<file path="src/rtl/clk_ctrl_pkg.sv">
// Shared definitions for the clock controller: register map, field positions, FSM encoding.
// Latency: n/a (constants, types and pure helper functions only).
// Backpressure: n/a.
package clk_ctrl_pkg;

   // Register indices on the 2-bit bus address
   localparam logic [1:0] ADDR_CLKSEL = 2'd0;
   localparam logic [1:0] ADDR_LDIV   = 2'd1;
   localparam logic [1:0] ADDR_STATUS = 2'd2;
   localparam logic [1:0] ADDR_RSVD   = 2'd3;

   // CLKSEL fields
   localparam int CLKSEL_XTNL_BIT = 2;

   // LDIV fields
   localparam int LDIV_EN_BIT = 7;

   // STATUS fields
   localparam int STATUS_TERR_BIT = 2;

   // Clock-select encodings
   localparam logic [1:0] SEL_REF   = 2'b00;
   localparam logic [1:0] SEL_SLEEP = 2'b11;

   // Divider enable is held low this many cycles before a new ratio is loaded
   localparam int unsigned LDIV_OFF_CYCLES = 2;
   localparam logic [5:0]  LDIV_RATIO_MIN  = 6'd2;

   typedef enum logic [2:0] {
      ST_IDLE      = 3'd0,
      ST_WAIT_LOCK = 3'd1,
      ST_SETTLE    = 3'd2,
      ST_LDIV_OFF  = 3'd3,
      ST_SLEEP     = 3'd4
   } state_t;

   // Selections 01/10 run from the PLL and therefore depend on lock
   function automatic logic is_pll_sel(input logic [1:0] sel);
      return (sel == 2'b01) || (sel == 2'b10);
   endfunction

   // Ratios below 2 are not supported by the divider
   function automatic logic [5:0] clamp_ratio(input logic [5:0] ratio);
      return (ratio < LDIV_RATIO_MIN) ? LDIV_RATIO_MIN : ratio;
   endfunction

   function automatic int unsigned max_u(input int unsigned a, input int unsigned b);
      return (a > b) ? a : b;
   endfunction

endpackage

</file>
<file path="src/rtl/clk_ctrl_sync2.sv">
// Two-flop synchronizer bringing an asynchronous level into the CLK domain.
// Latency: 2 CLK cycles from a stable input to the output.
// Backpressure: none; free-running.
module sync2 (
   input  logic CLK,
   input  logic rst,
   input  logic async_i,
   output logic sync_o
);

   logic meta_q, meta_d;
   logic sync_q, sync_d;

   // Next-state for the two synchronizer stages
   always_comb begin
      meta_d = async_i;
      sync_d = meta_q;
   end

   // Synchronizer flops, cleared by reset
   always_ff @(posedge CLK or posedge rst) begin
      if (rst) begin
         meta_q <= 1'b0;
         sync_q <= 1'b0;
      end else begin
         meta_q <= meta_d;
         sync_q <= sync_d;
      end
   end

   assign sync_o = sync_q;

endmodule

</file>
<file path="src/rtl/clk_ctrl.sv">
// Clock controller: register block plus sequencer for core clock mux, PLL ref select and divider.
// Latency: reads and non-blocked writes complete in the access cycle; outputs change the cycle after.
// Backpressure: CLKSEL/LDIV writes hold bus_ready low while the sequencer is busy.
module clk_ctrl
   import clk_ctrl_pkg::*;
#(
   parameter int unsigned LOCK_TIMEOUT   = 1023,
   parameter int unsigned SETTLE_CYCLES  = 8,
   parameter logic [1:0]  RESET_CCLK_SEL = 2'b00
) (
   input  logic       CLK,
   input  logic       rst,
   input  logic       bus_sel,
   input  logic       bus_we,
   input  logic [1:0] bus_addr,
   input  logic [7:0] bus_wdata,
   output logic [7:0] bus_rdata,
   output logic       bus_ready,
   input  logic       pll_lock,
   input  logic       wake,
   output logic [1:0] cclk_sel,
   output logic       xtnlclk_sel,
   output logic       LDIV_ENABLE,
   output logic [5:0] LDIV_RATIO,
   output logic       busy,
   output logic       irq
);

   localparam int unsigned CNT_W = $clog2(max_u(LOCK_TIMEOUT, SETTLE_CYCLES)) + 1;
   localparam logic [CNT_W-1:0] CNT_TIMEOUT     = CNT_W'(LOCK_TIMEOUT);
   localparam logic [CNT_W-1:0] CNT_SETTLE_LAST = CNT_W'((SETTLE_CYCLES > 1) ? SETTLE_CYCLES - 1 : 0);
   localparam logic [CNT_W-1:0] CNT_LDIV_LAST   = CNT_W'(LDIV_OFF_CYCLES - 1);
   localparam logic [CNT_W-1:0] CNT_MAX         = {CNT_W{1'b1}};

   state_t           state_q, state_d;
   logic [CNT_W-1:0] cnt_q, cnt_d, cnt_inc;
   logic [1:0]       cclk_sel_q, cclk_sel_d;
   logic [1:0]       req_q, req_d;
   logic [1:0]       prev_q, prev_d;
   logic             xtnl_q, xtnl_d;
   logic             ldiv_en_q, ldiv_en_d;
   logic [5:0]       ldiv_ratio_q, ldiv_ratio_d;
   logic             pend_en_q, pend_en_d;
   logic [5:0]       pend_ratio_q, pend_ratio_d;
   logic             terr_q, terr_d;

   logic             lock_s;
   logic             wr, wr_cfg, lock_loss;
   logic [1:0]       wreq;
   logic             wdata_unused;

   sync2 u_sync2 (
      .CLK     (CLK),
      .rst     (rst),
      .async_i (pll_lock),
      .sync_o  (lock_s)
   );

   assign wr           = bus_sel & bus_we;
   assign wr_cfg       = wr & ((bus_addr == ADDR_CLKSEL) | (bus_addr == ADDR_LDIV));
   assign wreq         = bus_wdata[1:0];
   assign lock_loss    = (state_q == ST_IDLE) & is_pll_sel(cclk_sel_q) & ~lock_s;
   assign cnt_inc      = (cnt_q == CNT_MAX) ? cnt_q : cnt_q + CNT_W'(1);
   assign wdata_unused = bus_wdata[6];

   // Sequencer next-state, register updates and bus handshake
   always_comb begin
      state_d      = state_q;
      cnt_d        = cnt_q;
      cclk_sel_d   = cclk_sel_q;
      req_d        = req_q;
      prev_d       = prev_q;
      xtnl_d       = xtnl_q;
      ldiv_en_d    = ldiv_en_q;
      ldiv_ratio_d = ldiv_ratio_q;
      pend_en_d    = pend_en_q;
      pend_ratio_d = pend_ratio_q;
      terr_d       = terr_q;
      // A lock-loss cycle also stalls config writes so they are not silently dropped
      bus_ready    = ~(wr_cfg & ((state_q != ST_IDLE) | lock_loss));

      // Clear first so a same-cycle timeout/lock-loss set takes priority
      if (wr && bus_addr == ADDR_STATUS && bus_wdata[STATUS_TERR_BIT]) begin
         terr_d = 1'b0;
      end

      case (state_q)
         ST_IDLE: begin
            if (lock_loss) begin
               cclk_sel_d = SEL_REF;
               terr_d     = 1'b1;
               cnt_d      = '0;
               state_d    = ST_SETTLE;
            end else if (wr && bus_addr == ADDR_CLKSEL) begin
               req_d = wreq;
               cnt_d = '0;
               if (cclk_sel_q == SEL_REF || wreq == SEL_REF) begin
                  xtnl_d = bus_wdata[CLKSEL_XTNL_BIT];
               end
               if (wreq == SEL_REF) begin
                  cclk_sel_d = SEL_REF;
                  state_d    = ST_SETTLE;
               end else if (wreq == SEL_SLEEP) begin
                  prev_d     = cclk_sel_q;
                  cclk_sel_d = SEL_SLEEP;
                  state_d    = ST_SLEEP;
               end else if (lock_s) begin
                  cclk_sel_d = wreq;
                  state_d    = ST_SETTLE;
               end else begin
                  state_d = ST_WAIT_LOCK;
               end
            end else if (wr && bus_addr == ADDR_LDIV) begin
               pend_en_d    = bus_wdata[LDIV_EN_BIT];
               pend_ratio_d = bus_wdata[5:0];
               ldiv_en_d    = 1'b0;
               cnt_d        = '0;
               state_d      = ST_LDIV_OFF;
            end
         end
         ST_WAIT_LOCK: begin
            if (lock_s) begin
               cclk_sel_d = req_q;
               cnt_d      = '0;
               state_d    = ST_SETTLE;
            end else if (cnt_q == CNT_TIMEOUT) begin
               terr_d  = 1'b1;
               cnt_d   = '0;
               state_d = ST_IDLE;
            end else begin
               cnt_d = cnt_inc;
            end
         end
         ST_SETTLE: begin
            if (cnt_q >= CNT_SETTLE_LAST) begin
               cnt_d   = '0;
               state_d = ST_IDLE;
            end else begin
               cnt_d = cnt_inc;
            end
         end
         ST_LDIV_OFF: begin
            if (cnt_q >= CNT_LDIV_LAST) begin
               ldiv_en_d    = pend_en_q;
               ldiv_ratio_d = clamp_ratio(pend_ratio_q);
               cnt_d        = '0;
               state_d      = ST_IDLE;
            end else begin
               cnt_d = cnt_inc;
            end
         end
         ST_SLEEP: begin
            if (wake) begin
               // Never wake onto an unlocked PLL
               cclk_sel_d = (is_pll_sel(prev_q) && !lock_s) ? SEL_REF : prev_q;
               cnt_d      = '0;
               state_d    = ST_SETTLE;
            end
         end
         default: begin
            cnt_d   = '0;
            state_d = ST_IDLE;
         end
      endcase
   end

   // State and register flops; reset abandons any sequence in progress
   always_ff @(posedge CLK or posedge rst) begin
      if (rst) begin
         state_q      <= ST_IDLE;
         cnt_q        <= '0;
         cclk_sel_q   <= RESET_CCLK_SEL;
         req_q        <= RESET_CCLK_SEL;
         prev_q       <= SEL_REF;
         xtnl_q       <= 1'b0;
         ldiv_en_q    <= 1'b0;
         ldiv_ratio_q <= LDIV_RATIO_MIN;
         pend_en_q    <= 1'b0;
         pend_ratio_q <= LDIV_RATIO_MIN;
         terr_q       <= 1'b0;
      end else begin
         state_q      <= state_d;
         cnt_q        <= cnt_d;
         cclk_sel_q   <= cclk_sel_d;
         req_q        <= req_d;
         prev_q       <= prev_d;
         xtnl_q       <= xtnl_d;
         ldiv_en_q    <= ldiv_en_d;
         ldiv_ratio_q <= ldiv_ratio_d;
         pend_en_q    <= pend_en_d;
         pend_ratio_q <= pend_ratio_d;
         terr_q       <= terr_d;
      end
   end

   // Read mux straight from current register state
   always_comb begin
      bus_rdata = 8'h00;
      case (bus_addr)
         ADDR_CLKSEL: bus_rdata = {5'b0, xtnl_q, req_q};
         ADDR_LDIV:   bus_rdata = {ldiv_en_q, 1'b0, ldiv_ratio_q};
         ADDR_STATUS: bus_rdata = {3'b0, cclk_sel_q, terr_q, busy, lock_s};
         ADDR_RSVD:   bus_rdata = 8'h00;
         default:     bus_rdata = 8'h00;
      endcase
   end

   assign busy        = (state_q != ST_IDLE);
   assign irq         = terr_q;
   assign cclk_sel    = cclk_sel_q;
   assign xtnlclk_sel = xtnl_q;
   assign LDIV_ENABLE = ldiv_en_q;
   assign LDIV_RATIO  = ldiv_ratio_q;

endmodule

</file>
<file path="config.mk">
export PLATFORM = sky130hd
export DESIGN_NAME = clk_ctrl
export DESIGN_NICKNAME = d
export VERILOG_FILES = /design/src/rtl/clk_ctrl_pkg.sv /design/src/rtl/clk_ctrl_sync2.sv /design/src/rtl/clk_ctrl.sv
export SDC_FILE = /design/constraint.sdc
export NUM_CORES = 1
export LEC_CHECK = 0
export ABC_AREA = 1
export CAP_MARGIN = 20
export CORE_MARGIN = 5
export CORE_UTILIZATION = 50
export CTS_CLUSTER_SIZE = 28
export DETAILED_ROUTE_END_ITERATION = 10
export MAX_ROUTING_LAYER = met4
export PLACE_DENSITY = 0.86
export SETUP_SLACK_MARGIN = 0.05
export SYNTH_ARGS = -nofsm -noshare
export SYNTH_HDL_FRONTEND = slang
export SYNTH_SLANG_ARGS = --single-unit
export TNS_END_PERCENT = 1
</file>
<file path="constraint.sdc">
create_clock -name CLK -period 5.2 [get_ports CLK]
set_clock_uncertainty 0.2 [all_clocks]
set_input_delay 1.56 -clock CLK [delete_from_list [all_inputs] [get_ports CLK]]
set_output_delay 1.56 -clock CLK [all_outputs]
set_load 0.02 [all_outputs]
</file>
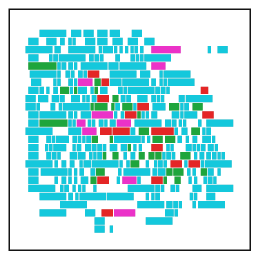
*Sizing map, run 1*
Drawn at 3 px/micron.
color	size	cells
cyan	x1 and smaller	285
red	x3 and x4	16
magenta	x6 and larger	9
green	x2	35
post-route design area: 2969 sq um
worst setup slack after layout: 195.7 ps
area growth from synthesis to final layout: 21.69%
non-clock buffer count in the final layout: 37

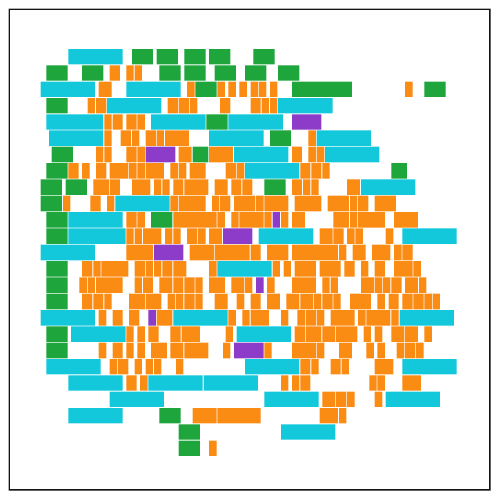
*Cell classes on the final placement, run 1*
Drawn at 6 px/micron.
color	class	cells
cyan	registers	38
purple	clock drivers and dummy loads	8
orange	remaining logic cells	262
green	remaining buffers and delay cells	37

==> notes.md, run 1 <==
Here are the numbers from the latest Yosys + OpenROAD run.

In the CTS report, the clock slew at the register clock pins of the worst setup and hold paths is listed as 70 ps. In this run the worst hold path is classified as flip-flop to flip-flop. The clock buffer count from CTS is 5. The number of cells in the design after placement came out at 403. Fill cells in the final layout number 390. Excluding fillers, the count of instances in the completed layout stands at 412. Post-synthesis, Yosys gives the total cell area as 2440 sq um.

The count of hold buffers inserted by post-cts repair is 0. For this design, the slowest cell found on the critical path is sky130_fd_sc_hd__clkdlybuf4s50_1. The category of cells accounting for the largest share of critical-path delay is buffers and inverters. The final period utilization is 96.24%. The max-slew violation count is 0. The mean post-synth cell area is 8.052 sq um.

Setup repair after global routing left no endpoint under its margin. According to the floorplan report, the die height is 79.86 microns. The count of nets left with antenna violations once routing finished came out at 0. The remaining routing DRC violations came out at 0.

The clock latency on the worst-skew pair is 290 ps. The report lists the number of standard-cell rows as 25. The largest stage delay on the critical path came out at 650 ps. Looking at hold timing, the worst path starts from u_sync2.meta_q. Looking at the reg2reg group, the worst path starts from u_sync2.sync_o. The slew at the pin closest to its max-slew limit is 522.2 ps. In this run the tool buffered the top-level ports with 34 buffer cells. The floorplan die area came out at 6377 sq um. The time the worst path needs with I/O delays and setup is 5004 ps. The required arrival time at the worst endpoint came out at 3440 ps. Synthesis instantiated 40 different standard cells from the library. In the Yosys report, the sequential cells make up 39.08% of the chip area.

The routed wire length per instance came out at 14.28 microns. Looking at the post-CTS report, the setup buffer insertion count equals 0. The count of maximum capacitance violations is 0.

Leaving out fill and tap cells, the most frequent cells in the layout are 54 x sky130_fd_sc_hd__nand2_1, 36 x sky130_fd_sc_hd__dfrtp_1, 35 x sky130_fd_sc_hd__inv_1, 34 x sky130_fd_sc_hd__clkdlybuf4s50_1, 27 x sky130_fd_sc_hd__nor2_1. The Yosys warning count came out at 0. The post-synth tally of flip-flops with integrated enable came out at 0. The flow ran to the end, and the final reports show no timing, DRC or antenna violations. The number of cells on the worst reg-to-reg path is 8.

The post-route setup TNS is 0 ps. Entering global routing, the biggest net connects 29 pins. Per the synth stats, the flop cell with the highest instance count is sky130_fd_sc_hd__dfrtp_1. The floorplan step records an initial core utilization of 51.66%.

The horizontal die dimension reported for this design is 79.86 microns. The script logs the ratio of routed vias to standard cells as 5.420. Summed over all layers, the global routing overflow is 0.

The critical path depth came out at 6. The relative slew slack is 64.92%. The first global-routing pass estimated 9.915 mm of wire. The number of gates resized after CTS came out at 0. The final-report hold violation count is 0.

The number of standard cells after synthesis came out at 303. The number of H-tree levels is 2. Per the gpl log, the routability congestion estimate is 0.9452. The iteration count recorded for the first detailed-route pass is 4.
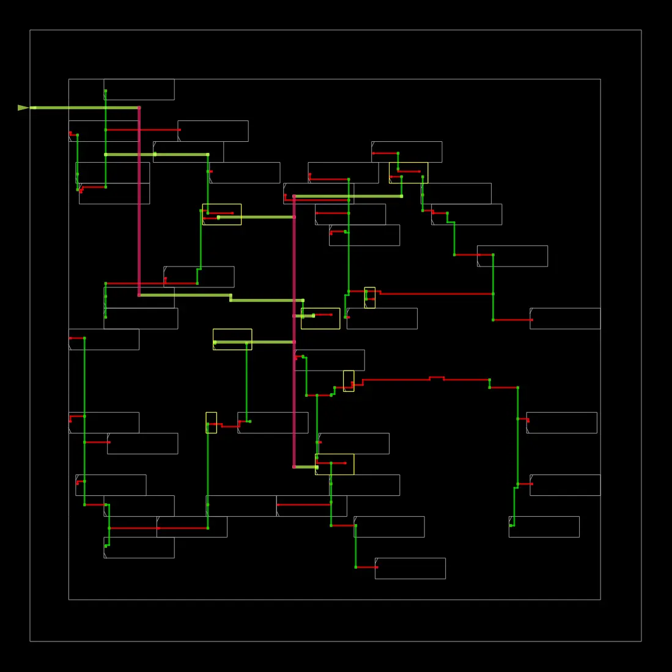
*The clock network, run 1*
clock buffer instance count of the final layout: 8
flip-flops: 38

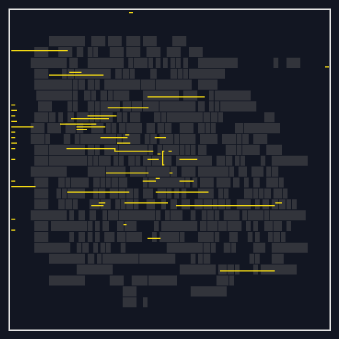
*The metal 3 layer, run 1*
Drawn at 4 px/micron. Cells faint in the background.
nets with wire on the layer	40
main direction	horizontal
share of all routed wire	4.4%
Total Routed Length: 5.883 mm
number of vias in the routed layout: 2233
met3 track demand over resource in global routing: 3.837%

==> run 1: flip-flops by register name, summed over array words and instances, names as in the netlist <==
signal / count
pend_en_q: 1
LDIV_ENABLE: 1
u_sync2.meta_q: 1
irq: 1
prev_q: 2
pend_ratio_q: 6
req_q: 2
cnt_q: 11
LDIV_RATIO: 6
state_q: 3
xtnlclk_sel: 1
u_sync2.sync_o: 1
cclk_sel: 2
==> run 1: power by group <==
part           internal (W)  leakage, nW  switching (W)
Sequential         0.000388        0.480      0.0000770
Combinational      0.000262        0.836       0.000416
Clock             0.0000953       0.0395       0.000102
Total              0.000745         1.35       0.000595
==> run 1: synthesized netlist by cell type, types with 5 or more instances <==
cell / number / share of area [%]
sky130_fd_sc_hd__a21oi_1: 8 / 1.6
sky130_fd_sc_hd__dfrtp_1: 36 / 37
sky130_fd_sc_hd__ha_1: 5 / 2.6
sky130_fd_sc_hd__inv_1: 35 / 5.4
sky130_fd_sc_hd__inv_2: 9 / 1.4
sky130_fd_sc_hd__nand2_1: 54 / 8.3
sky130_fd_sc_hd__nand2_2: 6 / 1.5
sky130_fd_sc_hd__nand3_1: 16 / 3.3
sky130_fd_sc_hd__nand3_2: 7 / 2.9
sky130_fd_sc_hd__nand4_1: 9 / 2.3
sky130_fd_sc_hd__nor2_1: 27 / 4.2
sky130_fd_sc_hd__nor2_2: 5 / 1.3
sky130_fd_sc_hd__nor2_4: 8 / 3.7
sky130_fd_sc_hd__nor3_1: 5 / 1.0
sky130_fd_sc_hd__o21ai_0: 20 / 4.1
sky130_fd_sc_hd__o21ai_1: 12 / 2.5
==> run 1: metrics by stage <==
stage / setup WS, ps / util, % / area [sq um] / power (W)
6_report: 195.7 / 62.86 / 2969 / 0.001341
5_1_grt: 135.0 / 62.86 / 2969 / 0.001438
4_1_cts: 224.3 / 62.28 / 2942 / 0.001341
3_5_place_dp: 242.4 / 60.58 / 2861 / 0.001139
3_3_place_gp: 226.8 / 60.58 / 2861 / 0.001116
2_1_floorplan: 1204 / - / 2440 / 0.0009077
==> run 1: cell families (layout without fill, tap and decap cells) <==
group / after synthesis / count (layout) / synth area share (%)
AND-OR/OR-AND: 56 / 56 / 13.28
XOR/XNOR: 4 / 4 / 1.436
adder cells (fa/ha/maj): 5 / 5 / 2.564
buffers and inverters: 49 / 91 / 8.000
flip-flops: 38 / 38 / 39.08
multiplexers: 1 / 1 / 0.4615
other: 1 / 1 / 0.1537
AND/OR/NAND/NOR: 149 / 149 / 35.03
==> run 1: per-layer routing <==
| metal | share of wire, % | track usage [%] |
|---|---|---|
| met4 | 2.3 | 7.770 |
| met1 | 42 | 24.45 |
| met2 | 51 | 33.97 |
| met3 | 4.4 | 3.837 |
| met5 | 0 | - |
==> run 1: area by class of cell <==
type / count / area [sq um] / share of cell area [%]
Timing Repair Buffer: 37 / 382.9 / 12.90
Sequential cell: 38 / 953.4 / 32.11
Tap cell: 67 / 83.83 / 2.823
Clock buffer: 8 / 80.08 / 2.697
Multi-Input combinational cell: 216 / 1291 / 43.49
Inverter: 46 / 177.7 / 5.984
==> run 1 -> run 2 <==
Settings changed: DONT_BUFFER_PORTS from default to 1, PLACE_DENSITY 0.86 to 0.76, TNS_END_PERCENT 1 to default.
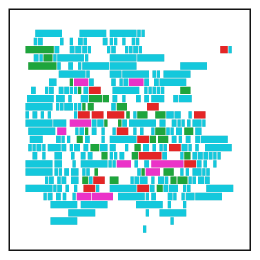
*Sizing map, run 2*
Drawn at 3 px/micron.
color	size	cells
cyan	x1 and smaller	250
magenta	x6 and larger	9
green	x2	35
red	x3 and x4	15

==> run 2 against run 1 <==
Compared with the run above:
- die size unchanged
- count of clock-buffer cells in the layout down 1
- clock power up 24%
- highest routed layer unchanged
- total power down 5.7%
- register-to-register slack worse by 140 ps
- first-iteration DRC count up 0.79%
- flip-flop count unchanged
- synthesized cell count unchanged
- combinational power down 25%
==> notes.md, run 2 <==
Here are the numbers from the latest Yosys + OpenROAD run.

Outcome: complete, no violations (unchanged). The number of cells in the design after placement is 368 (was 403). The routed wire length per instance is 14.71 microns (was 14.28 microns). The number of flip-flops in the largest register is 11 (unchanged). The cell count of the worst hold path came out at 0 (unchanged).

The share of total power consumed by net switching is 45.11% (was 44.41%). Top cells by area in the synthesized netlist: sky130_fd_sc_hd__dfrtp_1 37%, sky130_fd_sc_hd__nand2_1 8.3%, sky130_fd_sc_hd__inv_1 5.4%, sky130_fd_sc_hd__nor2_1 4.2%, sky130_fd_sc_hd__o21ai_0 4.1% (unchanged). The number of gates resized after CTS came out at 0 (unchanged).

The tally of non-filler cells in the final layout was 376 (was 412). The register with the most flip-flops is cnt_q (unchanged). The initial cell density of the core is 51.66% (unchanged). The worst-case reg-to-reg path depth is 5 (was 8).

The count of buffers added by post-CTS timing repair for setup is 0 (unchanged). The final period utilization is 78.95% (was 96.24%). The remaining antenna violation count after routing came to 0 (unchanged).

The final estimated routing congestion in global placement came to 0.9324 (was 0.9452). The number of antenna violations at the first check in global routing is 0 (unchanged). The class of the worst hold path is flip-flop to flip-flop (unchanged).

The slew at the pin closest to its max-slew limit was 699.9 ps (was 522.2 ps). The floorplan die area came out at 6377 sq um (unchanged). The combinational cell fraction of total power is 40.1% (was 50.6%). The part of the power in the clock network is 19.3% (was 14.7%). The count of hold buffers inserted by post-cts repair is 0 (unchanged).

The maximum fanout encountered on the critical timing path is 5 (unchanged). The relative slew slack was 52.85% (was 64.92%). The area overhead of the layout relative to synthesis came out at 7.385% (was 21.69%). The mean post-synth cell area came out at 8.052 sq um (unchanged). The number of inserted filler cells in the final layout is 425 (was 390).

The required arrival time at the worst endpoint is 3440 ps (about the same). The sequential share of power is 40.6% (was 34.7%). The sequential share of the synthesized area was 39.08% (unchanged). Most frequent cells after synthesis: 54 x sky130_fd_sc_hd__nand2_1, 36 x sky130_fd_sc_hd__dfrtp_1, 35 x sky130_fd_sc_hd__inv_1 (unchanged). The detailed-route vias per instance came out at 5.473 (was 5.420).

The die width was 79.86 microns (unchanged). The minimum setup slack after placement came to 1100 ps (was 242.4 ps). Most instantiated logic cells after routing: 54 x sky130_fd_sc_hd__nand2_1, 36 x sky130_fd_sc_hd__dfrtp_1, 35 x sky130_fd_sc_hd__inv_1, 27 x sky130_fd_sc_hd__nor2_1, 20 x sky130_fd_sc_hd__o21ai_0 (was 54 x sky130_fd_sc_hd__nand2_1, 36 x sky130_fd_sc_hd__dfrtp_1, 35 x sky130_fd_sc_hd__inv_1, 34 x sky130_fd_sc_hd__clkdlybuf4s50_1, 27 x sky130_fd_sc_hd__nor2_1).

The clock buffer count from CTS came to 5 (unchanged). The Yosys warning count is 0 (unchanged). The number of standard cells after synthesis was 303 (unchanged). The area share of the largest cell type after synthesis is 36.92% (unchanged).

The start of the worst register-to-register path is cclk_sel[0] (was u_sync2.sync_o). The area of all sequential standard cells was 953.4 sq um (unchanged). The reported net switching power is 0.0005706 W (was 0.0005955 W). The die extent in y is 79.86 microns (unchanged).

The count of maximum capacitance violations came out at 0 (unchanged). The number of input and output port buffers inserted came to 0 (was 34). The origin of the worst min-delay path is u_sync2.meta_q (unchanged). The final global-route overflow total came out at 0 (unchanged). The final-report hold violation count came out at 0 (unchanged). The post-synth tally of flip-flops with integrated enable is 0 (unchanged). The row count is 25 (unchanged).

Unrepaired setup endpoints after global routing: no (unchanged). The maximum number of pins on one net before global-route repair came out at 39 (was 29). The clock latency on the worst-skew pair is 290 ps (about the same).

The post-route setup TNS is 0 ps (unchanged). The cell taking the most area after synthesis is sky130_fd_sc_hd__dfrtp_1 (unchanged). The detailed placement HPWL is 4.171 mm (was 4.479 mm). The cell-internal power came out at 0.0006942 W (was 0.0007454 W).

The time the worst path needs with I/O delays and setup is 4106 ps (was 5004 ps). The number of H-tree levels came out at 2 (unchanged). The area of the synthesized netlist per yosys stat came out at 2440 sq um (unchanged).

The clock transition at the registers of the reported paths is 70 ps (about the same). The post-layout worst setup margin was 1094 ps (was 195.7 ps). The top cell type by instance count after synthesis is sky130_fd_sc_hd__nand2_1 (unchanged). The iteration count of the initial detailed-routing pass was 5 (was 4).

The number of violations reported at the end of detailed-routing iteration 0 came to 127 (was 126). The primary flip-flop cell chosen by synthesis mapping was sky130_fd_sc_hd__dfrtp_1 (unchanged).
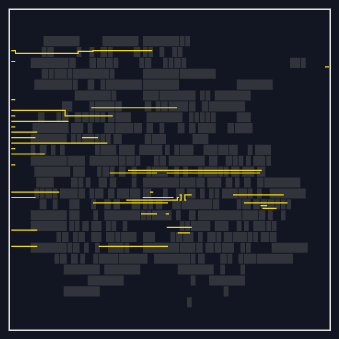
*The metal 3 layer, run 2*
Drawn at 4 px/micron. Cells faint in the background.
wire length on this layer	350 microns
nets with wire on the layer	31
share of all routed wire	6.3%
longest straight run	33.1 microns
number of vias in the routed layout: 2058
Total Routed Length: 5.530 mm
met3 track demand over resource in global routing: 4.176%

-- run 2: final cells by class --
cell class	instances	area share (%)
clock buffers	7	2.913
clock inverters	1	1.146
inverters	46	6.781
multi-input cells	216	49.28
flip-flops and latches	38	36.39
well taps	67	3.200
repair buffers	1	0.2865
-- run 2: worst max-delay path by stage --
stage                           start            to  cells after the start
after floorplan           bus_addr[0]  bus_rdata[3]                      3
after global placement    bus_addr[0]  bus_rdata[3]                      3
after detailed placement  bus_addr[0]  bus_rdata[4]                      3
after CTS                 bus_addr[0]  bus_rdata[4]                      3
after global routing      bus_addr[0]  bus_rdata[4]                      3
final                     bus_addr[0]  bus_rdata[3]                      3
-- run 2: worst max-delay path: stages --
cell	delay, ps
sky130_fd_sc_hd__inv_2	80
sky130_fd_sc_hd__nand2_1	120
sky130_fd_sc_hd__o21ai_0	580
-- run 2: kinds of logic after synthesis --
logic type      Yosys count  synth area share, %
buf+inv                  49                8.000
fa+ha+maj                 5                2.564
simple gates            149                35.03
other cells               1               0.1537
compound gates           56                13.28
flops                    38                39.08
xor+xnor                  4                1.436
mux                       1               0.4615
-- run 2: through the flow --
stage               total power, W  instance area (sq um)  hold WS [ps]  utilization (%)
finish                    0.001265                   2620         153.0            55.47
global route              0.001362                   2620         181.5            55.47
CTS                       0.001270                   2620         158.0            55.47
detailed placement        0.001022                   2514         144.9            53.22
global placement          0.001004                   2514         136.3            53.22
floorplan                0.0009077                   2440         131.2                -
-- run 2: routing by layer --
layer | part of all wire, % | GRT usage, % | up-vias
met5 | 0 | - | -
met4 | 1.1 | 7.264 | 0
met3 | 6.3 | 4.176 | 4
met2 | 50 | 30.88 | 62
met1 | 43 | 24.68 | 983
li1 | - | - | 1009
-- run 2: power groups by stage --
stage	clock [W]	combinational [W]	sequential (W)
6_report	0.000244	0.000507	0.000514
5_1_grt	0.000264	0.000573	0.000525
4_1_cts	0.000250	0.000505	0.000515
3_5_place_dp	0	0.000502	0.000520
3_3_place_gp	0	0.000487	0.000518
2_1_floorplan	0	0.000412	0.000496
Power figures rest on the tool's default switching activity, not on a simulated workload.
